## src/rtl/state_spec_pkg.sv

```systemverilog
// Shared codes, flag mapping and FSM state type for the state/flag driver.
// Imported by state_spec_driver and state_flag_checker.
package state_spec_pkg;

    localparam logic [1:0] ST_00      = 2'b00;
    localparam logic [1:0] ST_01      = 2'b01;
    localparam logic [1:0] ST_11      = 2'b11;
    localparam logic [1:0] ST_ILLEGAL = 2'b10;

    localparam logic [1:0] FLAG_LOW_STATES = 2'b10;
    localparam logic [1:0] FLAG_HIGH_STATE = 2'b00;

    typedef enum logic [1:0] {
        IDLE,
        S00,
        S01,
        S11
    } fsm_state_t;

    function automatic logic [1:0] expected_flag(input logic [1:0] code);
        return (code == ST_11) ? FLAG_HIGH_STATE : FLAG_LOW_STATES;
    endfunction

    // IDLE shares code 00 with S00 so the illegal code 10 can never appear.
    function automatic logic [1:0] state_code(input fsm_state_t st);
        case (st)
            S01:     return ST_01;
            S11:     return ST_11;
            default: return ST_00;
        endcase
    endfunction

endpackage

```

## src/rtl/state_flag_checker.sv

```systemverilog
// Compares the decoder's returned flag with the expected mapping for the driven
// code; registers a one-cycle mismatch pulse and a saturating error count.
module state_flag_checker
    import state_spec_pkg::*;
#(
    parameter int ERR_W = 8
) (
    input  logic             clk,
    input  logic             rst,
    input  logic             i_valid,
    input  logic [1:0]       i_code,
    input  logic [1:0]       i_flag,
    output logic             o_mismatch,
    output logic [ERR_W-1:0] o_err_cnt
);

    logic             w_flag_err;
    logic             w_err_sat;
    logic             r_mismatch;
    logic [ERR_W-1:0] r_err_cnt;

    // Case inequality so an X/Z flag from the decoder counts as a failure.
    assign w_flag_err = i_valid && (i_flag !== expected_flag(i_code));
    assign w_err_sat  = &r_err_cnt;

    always_ff @(posedge clk) begin
        if (rst) begin
            r_mismatch <= 1'b0;
            r_err_cnt  <= '0;
        end else begin
            r_mismatch <= w_flag_err;
            if (w_flag_err && !w_err_sat) begin
                r_err_cnt <= r_err_cnt + 1'b1;
            end
        end
    end

    assign o_mismatch = r_mismatch;
    assign o_err_cnt  = r_err_cnt;

endmodule

```

## src/rtl/state_spec_driver.sv

```systemverilog
// Walks curr_state through 00 -> 01 -> 11 per start pulse with a latched dwell.
// Flag read-back checking is built only when STATE_FLAG_CHECK_EN is defined.
module state_spec_driver
    import state_spec_pkg::*;
#(
    parameter int DWELL_W = 4,
    parameter int ERR_W   = 8
) (
    input  logic               clk,
    input  logic               rst,
    input  logic               start,
    input  logic               hold,
    input  logic [DWELL_W-1:0] dwell,
    input  logic [1:0]         flag_in,
    output logic [1:0]         curr_state,
    output logic               state_valid,
    output logic               busy,
    output logic               done,
    output logic               mismatch,
    output logic [ERR_W-1:0]   err_cnt
);

    fsm_state_t         r_state;
    fsm_state_t         w_state_nxt;
    logic [DWELL_W-1:0] r_cnt;
    logic [DWELL_W-1:0] w_cnt_nxt;
    logic [DWELL_W-1:0] r_dwell;
    logic [DWELL_W-1:0] w_dwell_nxt;
    logic               w_done_nxt;
    logic [1:0]         r_code;
    logic               r_busy;
    logic               r_done;

    // NOTE: every always_comb output gets a default first so no path infers a latch.
    always_comb begin
        w_state_nxt = r_state;
        w_cnt_nxt   = r_cnt;
        w_dwell_nxt = r_dwell;
        w_done_nxt  = 1'b0;
        if (r_state == IDLE) begin
            if (start) begin
                w_state_nxt = S00;
                w_cnt_nxt   = '0;
                w_dwell_nxt = dwell;
            end
        end else if (!hold) begin
            if (r_cnt == r_dwell) begin
                w_cnt_nxt = '0;
                case (r_state)
                    S00: w_state_nxt = S01;
                    S01: w_state_nxt = S11;
                    default: begin
                        w_state_nxt = IDLE;
                        w_done_nxt  = 1'b1;
                    end
                endcase
            end else begin
                w_cnt_nxt = r_cnt + 1'b1;
            end
        end
    end

    // NOTE: sequential state uses non-blocking assignments so all registers update together.
    always_ff @(posedge clk) begin
        if (rst) begin
            r_state <= IDLE;
            r_cnt   <= '0;
            r_dwell <= '0;
            r_code  <= ST_00;
            r_busy  <= 1'b0;
            r_done  <= 1'b0;
        end else begin
            r_state <= w_state_nxt;
            r_cnt   <= w_cnt_nxt;
            r_dwell <= w_dwell_nxt;
            r_code  <= state_code(w_state_nxt);
            r_busy  <= (w_state_nxt != IDLE);
            r_done  <= w_done_nxt;
        end
    end

    assign curr_state  = r_code;
    assign state_valid = r_busy;
    assign busy        = r_busy;
    assign done        = r_done;

`ifdef STATE_FLAG_CHECK_EN
    state_flag_checker #(
        .ERR_W(ERR_W)
    ) u_checker (
        .clk       (clk),
        .rst       (rst),
        .i_valid   (r_busy),
        .i_code    (r_code),
        .i_flag    (flag_in),
        .o_mismatch(mismatch),
        .o_err_cnt (err_cnt)
    );
`else
    logic w_unused_flag;
    assign w_unused_flag = ^flag_in;
    assign mismatch      = 1'b0;
    assign err_cnt       = '0;
`endif

endmodule

```

## config.mk

```make
export PLATFORM = sky130hd
export DESIGN_NAME = state_spec_driver
export DESIGN_NICKNAME = d
export VERILOG_FILES = /design/src/rtl/state_spec_pkg.sv /design/src/rtl/state_flag_checker.sv /design/src/rtl/state_spec_driver.sv
export SDC_FILE = /design/constraint.sdc
export NUM_CORES = 1
export LEC_CHECK = 0
export CAP_MARGIN = 20
export CORE_UTILIZATION = 46
export CTS_CLUSTER_DIAMETER = 100
export DETAILED_ROUTE_END_ITERATION = 10
export PLACE_DENSITY = 0.79
export SYNTH_ARGS = -nofsm -noshare
export SYNTH_HDL_FRONTEND = slang
export SYNTH_HIERARCHICAL = 1
export SYNTH_SLANG_ARGS = --single-unit
```

## constraint.sdc

```tcl
create_clock -name clk -period 3.1 [get_ports clk]
set_clock_uncertainty 0.2 [all_clocks]
set_input_delay 0.62 -clock clk [delete_from_list [all_inputs] [get_ports clk]]
set_output_delay 0.62 -clock clk [all_outputs]
set_load 0.03 [all_outputs]
```

==> impl_metrics.toml, run 1 <==
# physical design summary
[finish]
final_nets = 112
fin_util_pct = 60.35
clk_share_pct = 4.401
comb_share_pct = 42.94
seq_share_pct = 33.99
n_antenna_cell = 0
regArea_sq_um = 280.3
dominant-cell-class = "multi-input combinational cells"
buf_share_pct = 14.57

[critical_path]
crit_path_end_kind = "primary output"
arrival_ns = 1.26
cp_num_cells = 1
crit_fanout = 2
reg2reg_to = "curr_state[1]"
worst_ep_required_time_ns = 2.28
r2r_slack_ns = 1.31
cp-startpoint = "busy"
critPathSlowestCell = "clkdlybuf4s50_1"

[min_path]
hold_depth = 2
min_from = "r_dwell[0]"
min_path_type = "reg2reg"
worstHoldEndpoint = "r_dwell[0]"

[clock_tree]
clock_latency_ns = 0.28
htreeDepth = 1
cts-resized-gates = 0
postCtsSetupBuffers = 0
root_buffer = "clkbuf_4"
cts_made_buffers = 3
cts_tree = "done"
cts_hold_buffers = 0
ctsLongestPathBuffers = 2

[synth]
yosys_warnings = 6
yosys-stat-cells = 86
async_reset_ff_share_pct = 0
synth_top_cell_by_count = "nand2_1"
ys.flops = 14
synth.logic.top_family = "simple AND/OR/NAND/NOR gates"
synth.largest_area_cell = "dfxtp_1"
synth.top_cell.area_share_pct = 39.93
ys_area_sq_um = 701.9
synthDistinctLibCells = 21
synthCells = 86
synth-adder-area-share_pct = 5.348
ys_sh_simple_pct = 21.57
ys_sh_mux_pct = 3.565
ff_type = "dfxtp_1"

[sta]
setup_violations = 0
whs_ns = 0.2713
rsz0062_at_grt = "false"
hold_viol_final = 0
layout_min_cycle_time_ns = 2.083

[outcome]
status = "completed"

[detailed_routing]
viasPerCell = 4.929
final_antenna_net_count = 0
wire_per_inst_um = 10.35
first_pass_iters = 4

[grt]
grt-ovfl-total = 0
use_met1_pct = 20.52
antenna_found_initial = 0
grt_pass1_wl_mm = 1.800
met2_usage_pct = 26.95

[job]
warnings = 29
drv_cap = 0

[place]
dp.cells = 109
hpwl_um = 908.3

[floorplanning]
die_w_um = 41.07

[power]
ir_drop_v = 0.0003000
==> run 1: report_power, final <==
part / switching (mW) / internal [mW]
combinational: 0.0530 / 0.0286
sequential: 0.00455 / 0.188
clock: 0.0557 / 0.0715
==> run 1: layer usage <==
metal | wire length [um] | vias up
met1 | 512 | 248
met4 | 31 | 0
met5 | 0 | -
li1 | - | 287
met2 | 585 | 17
met3 | 40 | 5
==> run 1: through the flow <==
step,setup slack [ns],instance area (sq um)
finish,1.017,824.5
global route,0.9592,824.5
CTS,1.004,824.5
detailed placement,0.8585,788.3
global placement,0.8709,788.3
floorplan,1.401,732.0
==> run 1: cells in the final DEF, fill, tap and decap left out <==
master / count
clkbuf_4: 3
o21ai_0: 3
and3_1: 1
o21ai_1: 2
ha_1: 3
nor4_2: 1
clkdlybuf4s50_1: 12
clkbuf_8: 1
inv_1: 4
nor3_1: 4
dfxtp_1: 14
mux2i_1: 1
a21oi_1: 6
o41ai_2: 1
xor2_1: 4
and2_1: 1
mux2_4: 1
nor2_2: 1
nand2_1: 15
conb_1: 9
nor2_1: 10
nand2_2: 1
==> run 1: flip-flops by register name, indices dropped and copies added, names as in the netlist <==
name and count:
busy 1, curr_state 2, done 1, r_cnt 4
r_dwell 4, r_state 2
==> run 1: logic make-up after synthesis <==
kind of cell | after synthesis
mux | 2
simple gates | 34
compound gates | 12
xor+xnor | 4
flops | 14
other cells | 1
buf+inv | 16
fa+ha+maj | 3
==> run 1: worst max-delay path by stage <==
stage / to / slack (ns)
after floorplan: curr_state[1] / 1.40
after global placement: curr_state[1] / 0.87
after detailed placement: curr_state[1] / 0.86
after CTS: busy / 1.00
after global routing: state_valid / 0.96
final: busy / 1.02
==> run 1: worst min-delay path, stage by stage (launching register included) <==
cell and delay (ns):
dfxtp_1 0.32, nand2_1 0.05, a21oi_1 0.05
**Run 1: placed standard cells**

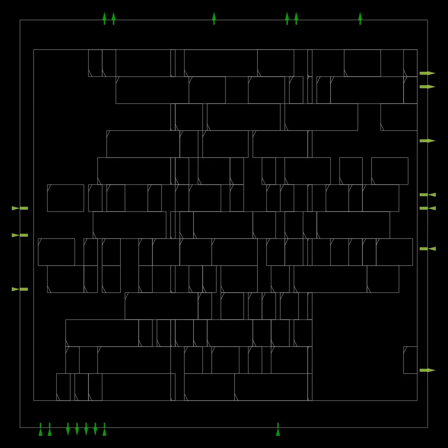
seq_cells: 14
Rows: 13
Fillers: 138
Non-Filler Instances: 113

**Run 1: the metal 3 layer**

Scale bar: 10 um.
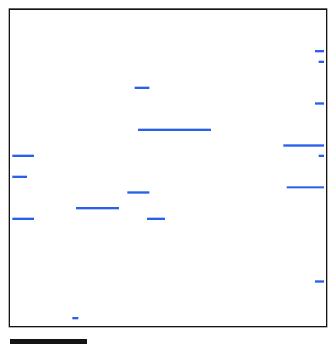
share of all routed wire: 3.5%
wire length on this layer: 40.6 um
main direction: horizontal
longest straight run: 9.20 um
nets with wire on the layer: 13

**Run 1: clock wires, drivers and flops**

Scale bar: 10 um.
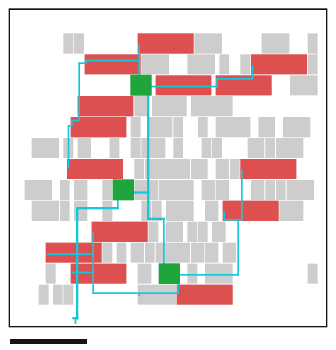
[cyan] clock wires | length: 152 um
[red] flip-flops | count: 14
[green] clock drivers | count: 3
routed clock nets: 4

**Run 1: routed metal, one color a layer**

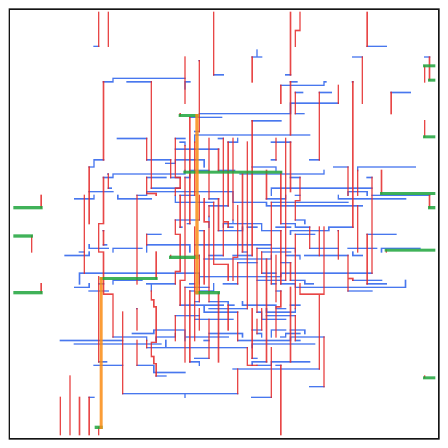

==> inputs of run 2 (changes only) <==
--- a/config.mk
+++ b/config.mk
@@ -6,10 +6,10 @@
 export NUM_CORES = 1
 export LEC_CHECK = 0
 export CAP_MARGIN = 20
-export CORE_UTILIZATION = 46
+export CORE_UTILIZATION = 39
 export CTS_CLUSTER_DIAMETER = 100
 export DETAILED_ROUTE_END_ITERATION = 10
-export PLACE_DENSITY = 0.79
+export PLACE_DENSITY = 0.71
 export SYNTH_ARGS = -nofsm -noshare
 export SYNTH_HDL_FRONTEND = slang
 export SYNTH_HIERARCHICAL = 1
==> constraint.sdc (replaced) <==
create_clock -name clk -period 1.8 [get_ports clk]
set_clock_uncertainty 0.2 [all_clocks]
set_input_delay 0.36 -clock clk [delete_from_list [all_inputs] [get_ports clk]]
set_output_delay 0.36 -clock clk [all_outputs]
set_load 0.03 [all_outputs]
**Run 2: routed metal, one color a layer**

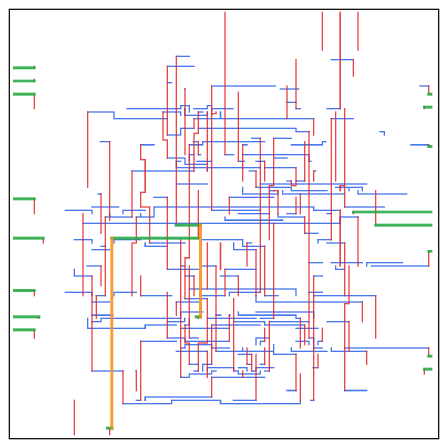
| color | layer | wire length |
|---|---|---|
| blue | metal 1 | 585 um |
| orange | metal 4 | 29.2 um |
| green | metal 3 | 46.0 um |
| red | metal 2 | 548 um |

**Run 2: the metal 3 layer**

Scale bar: 10 um.
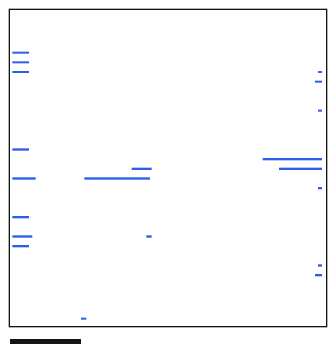
main direction: horizontal
nets with wire on the layer: 18
share of all routed wire: 3.8%
wire length on this layer: 46.0 um

**Run 2: clock wires, drivers and flops**

Scale bar: 10 um.
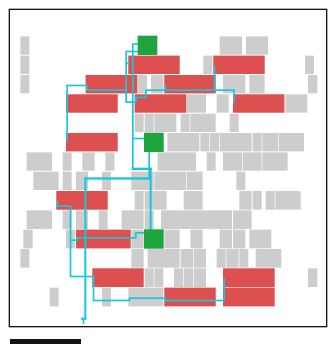
[cyan] clock wires | length: 173 um
[red] flip-flops | count: 14
[green] clock drivers | count: 3
routed clock nets: 4

==> impl_metrics.toml, run 2 <==
# physical design summary
[synth]
synthCells = 86
synth.largest_area_cell = "dfxtp_1"
ys_area_sq_um = 701.9
ys.flops = 14
synth.top_cell.area_share_pct = 39.93
synthDistinctLibCells = 21
synth_area_sq_um = 701.9
async_reset_ff_share_pct = 0
yosys_warnings = 6
yosys-stat-cells = 86
ff_type = "dfxtp_1"
synth-edff-count = 0
synth_top_cell_by_count = "nand2_1"
top_cells_by_count = "nand2_1, dfxtp_1, buf_4, nor2_1, a21oi_1"

[sta]
layout_min_cycle_time_ns = 1.704
hold_viol_final = 0
whs_ns = 0.2690
setup_violations = 0
worst_slack_ns = 0.09596

[finish]
nFillCells = 160
largestRegisters = "r_cnt (4), r_dwell (4)"
lay_top_cells = "nand2_1, dfxtp_1, nor2_1"
design_area_sq_um = 879.6
lay_top_count = "nand2_1"
fin_util_pct = 55.18
fin_cells = 127
n_antenna_cell = 0

[job]
drv_cap = 0
warnings = 29

[clock_tree]
postCtsSetupBuffers = 0
cts_tree = "done"
ctsLongestPathBuffers = 2
cts_hold_buffers = 0
htreeDepth = 1
cts-resized-gates = 5
clock_latency_ns = 0.28
root_buffer = "clkbuf_4"

[place]
dp_slack_ns = -0.01960
hpwl_um = 908.9
dp.cells = 122
placed_area_sq_um = 829.5

[power]
power_leader = "sequential cells"
powerClk_mw = 0.222
pwr-share-clk_pct = 31.3
p_sw_share_pct = 28.63
p_int_mw = 0.5060
power.share.sequential_pct = 46.7
seq-power_mw = 0.331
power_frac_comb_pct = 22.1
switchingPower_mw = 0.2030
ir_drop_v = 0.0003798

[critical_path]
crit_fanout = 4
critPathSlowestCell = "nor4_2"
crit_path_end_kind = "flip-flop"
arrival_ns = 1.72
worst_ep_required_time_ns = 1.82

[detailed_routing]
final_antenna_net_count = 0
wire_per_inst_um = 9.504
first_pass_iters = 2
viasPerCell = 4.433

[floorplanning]
die_w_um = 44.43
rows = 14

[grt]
grt-ovfl-total = 0
grt_pass1_vias = 472

[outcome]
status = "completed"

[min_path]
min_path_type = "reg2reg"
## run 2: netlist changes by cell type in the layout (fill, tap and decap cells not counted)
cell	change
o41ai_2	-1
clkdlybuf4s50_1	-5
dfxtp_1	-1
buf_4	+5
dlygate4sd2_1	+5
dfxtp_2	+1
o41ai_4	+1
## run 2: area by class of cell
class / instances / area (sq um) / share of cell area, %
repair buffers: 17 / 151.4 / 17.21
multi-input cells: 64 / 365.4 / 41.54
flip-flops and latches: 14 / 281.5 / 32.01
clock buffers: 4 / 36.28 / 4.125
inverters: 4 / 15.01 / 1.707
well taps: 24 / 30.03 / 3.414
## run 2: worst max-delay path: cells and delay by family (launching register included)
kind / cells / cell delay (ns)
DFF: 1 / 0.34
xor gates and xnor gates: 1 / 0.18
and+or+nand+nor: 3 / 0.58
muxes: 1 / 0.33
## run 2: worst paths after layout
check	start	depth (start not counted)	endpoint	slack, ns
min reg2reg	r_dwell[1]	2	r_dwell[1]	0.27
max reg2reg	r_cnt[1]	5	curr_state[1]	0.1
min	r_dwell[1]	2	r_dwell[1]	0.27
max	r_cnt[1]	5	curr_state[1]	0.1
## run 2: cell families (layout without fill, tap and decap cells)
family | count (synthesis) | in the layout | share of synthesized area (%)
xor gates and xnor gates | 4 | 4 | 4.991
AOI/OAI and AO/OA | 12 | 12 | 10.16
muxes | 2 | 2 | 3.564
buffers and inverters | 16 | 25 | 13.90
and+or+nand+nor | 34 | 34 | 21.57
adders and majority gates | 3 | 3 | 5.348
other | 1 | 9 | 0.5342
DFF | 14 | 14 | 39.93
## run 2: layer usage
layer	track usage, %	part of all wire, %	vias up	wire length, um
met2	20.88	45	20	548
met5	0	0	-	0
li1	-	-	298	-
met1	16.67	48	241	584
met4	12.73	2.4	0	29
met3	1.224	3.8	4	46
**Run 2: register map, names as in the netlist**

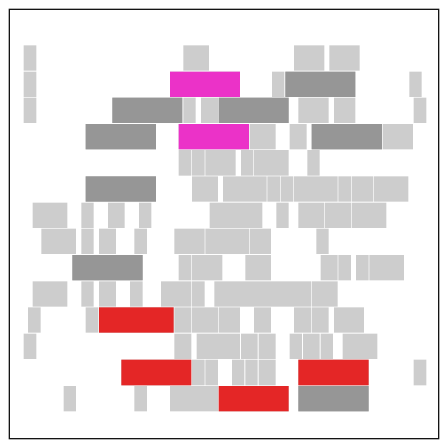

==> inputs of run 3 (changes only) <==
--- a/config.mk
+++ b/config.mk
@@ -6,10 +6,12 @@
 export NUM_CORES = 1
 export LEC_CHECK = 0
 export CAP_MARGIN = 20
+export CORE_MARGIN = 4
 export CORE_UTILIZATION = 39
 export CTS_CLUSTER_DIAMETER = 100
 export DETAILED_ROUTE_END_ITERATION = 10
 export PLACE_DENSITY = 0.71
+export SLEW_MARGIN = 20
 export SYNTH_ARGS = -nofsm -noshare
 export SYNTH_HDL_FRONTEND = slang
 export SYNTH_HIERARCHICAL = 1
**Run 3: register map, names as in the netlist**

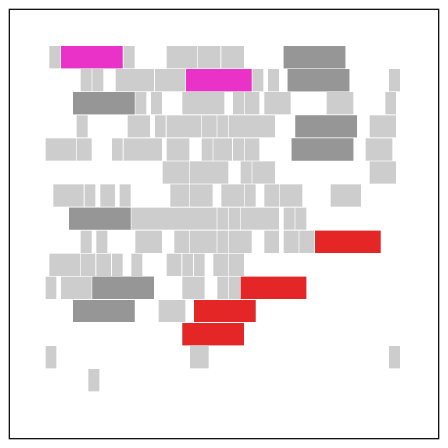
| color | netlist name | placed flops |
|---|---|---|
| magenta | `r_state` | 2 |
| red | `r_cnt` | 4 |

**Run 3: routed metal, one color a layer**

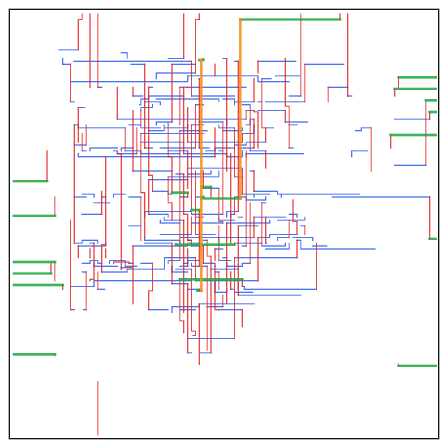
| color | layer | wire length |
|---|---|---|
| red | metal 2 | 664 um |
| blue | metal 1 | 612 um |
| orange | metal 4 | 48.3 um |
| green | metal 3 | 85.3 um |

==> impl_metrics.toml, run 3 <==
# physical design summary
[critical_path]
r2r-start = "r_cnt[2]"
crit_fanout = 4
arrival_ns = 1.77
path_class = "reg2reg"
reg2regPathDepth = 5
cp_top_family = "simple AND/OR/NAND/NOR gates"
cp-startpoint = "r_cnt[2]"
worst_ep_required_time_ns = 1.81
crit_path_end_kind = "flip-flop"
cp.buffers_inverters = 0
r2r_slack_ns = 0.04

[finish]
design_area_sq_um = 893.4
lay_top_cells = "nand2_1, dfxtp_1, nor2_1"
n_antenna_cell = 0
nFillCells = 162
final_nets = 119

[power]
p_int_mw = 0.4665
switchingPower_mw = 0.2003
comb_cell_power_mw = 0.167
power_leader = "sequential cells"
p_sw_share_pct = 30.04
power.share.sequential_pct = 49.6
seq-power_mw = 0.331
powerClk_mw = 0.168
power_frac_comb_pct = 25.1
ir_drop_v = 0.0003650

[clock_tree]
htreeDepth = 1
cts_made_buffers = 3
clock_latency_ns = 0.28
root_buffer = "clkbuf_4"
ctsLongestPathBuffers = 2
cts_tree = "done"

[detailed_routing]
wire_per_inst_um = 10.92
first_pass_iters = 4
final_antenna_net_count = 0
viasPerCell = 4.612

[min_path]
min_path_type = "reg2reg"
min_from = "r_dwell[2]"
hold_depth = 2
worstHoldEndpoint = "r_dwell[2]"

[synth]
synth-edff-count = 0
synth_area_sq_um = 701.9
async_reset_ff_share_pct = 0
synth_top_cell_by_count = "nand2_1"
synthCells = 86
yosys-stat-cells = 86
ff_type = "dfxtp_1"
yosys_warnings = 6
ys_area_sq_um = 701.9
top_cells_by_count = "nand2_1, dfxtp_1, buf_4, nor2_1, a21oi_1"
synthDistinctLibCells = 21
ys.flops = 14
synth.largest_area_cell = "dfxtp_1"
synth_seq_share_pct = 39.93
synth.top_cell.area_share_pct = 39.93

[floorplanning]
fp_util_pct = 41.10
die_w_um = 50.43
rows = 15

[sta]
hold_viol_final = 0
whs_ns = 0.2721
setup_violations = 0
layout_min_cycle_time_ns = 1.758

[grt]
track_usage_pct = 11.61
antenna_found_initial = 0
grt_max_degree = 11
grt_pass1_wl_mm = 2.228
grt-ovfl-total = 0
grt_pass1_vias = 520

[place]
hpwl_mm = 1.005
placed_area_sq_um = 838.3

[job]
warnings = 29
drv_cap = 0

[outcome]
status = "completed"
**Run 3: the metal 3 layer**

Scale bar: 20 um.
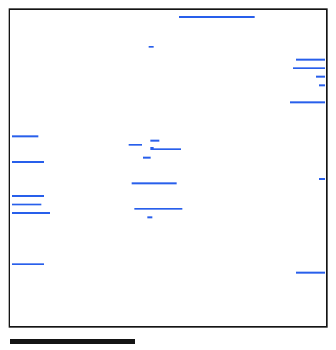
nets with wire on the layer: 19
longest straight run: 11.7 um
share of all routed wire: 6.1%
wire length on this layer: 85.3 um
main direction: horizontal

run 3: metal layers:
metal | GRT usage [%] | routed length, um | up-vias | part of all wire [%]
met5 | 0 | 0 | - | 0
met1 | 14.78 | 612 | 269 | 43
met3 | 1.780 | 85 | 5 | 6.0
met4 | 8.072 | 48 | 0 | 3.4
li1 | - | - | 295 | -
met2 | 17.83 | 664 | 26 | 47
run 3: how the worst max path moves through the flow:
stage               cells past startpoint  slack, ns             to
global route                            5      -0.03       r_cnt[3]
global placement                        6      -0.01  curr_state[1]
detailed placement                      6      -0.03  curr_state[1]
CTS                                     5       0.06       r_cnt[3]
floorplan                               8       0.16  curr_state[1]
finish                                  5       0.04  curr_state[1]
run 3: timing repair:
action,CTS,global route
pin swaps,0,3
setup buffers,0,2
hold buffers,0,0
endpoints found under the setup margin,5,5
gates resized,5,6
run 3: stage by stage:
stage | power (mW) | setup TNS, ns | setup WS (ns) | instances | util, %
floorplan | 0.4558 | 0 | 0.1585 | 94 | -
global placement | 0.4874 | -0.01718 | -0.01261 | 124 | 49.08
detailed placement | 0.4903 | -0.05460 | -0.02999 | 124 | 49.08
CTS | 0.6538 | 0 | 0.05879 | 127 | 50.04
global route | 0.7057 | -0.07026 | -0.03318 | 129 | 52.31
finish | 0.6668 | 0 | 0.04159 | 129 | 52.31
run 3: cells by family after synthesis:
kind of cell	share of synthesized area, %
simple gates	21.57
buf+inv	13.90
flops	39.93
compound gates	10.16
xor+xnor	4.991
fa+ha+maj	5.348
mux	3.564
other cells	0.5342
run 3: area by class of cell:
type,instances,area (sq um),share of cell area (%)
Timing Repair Buffer,19,166.4,18.63
Sequential cell,14,284.0,31.79
Inverter,4,15.01,1.681
Multi-Input combinational cell,64,374.1,41.88
Tap cell,25,31.28,3.501
Clock buffer,3,22.52,2.521
Power is estimated from default activity; no workload was simulated.
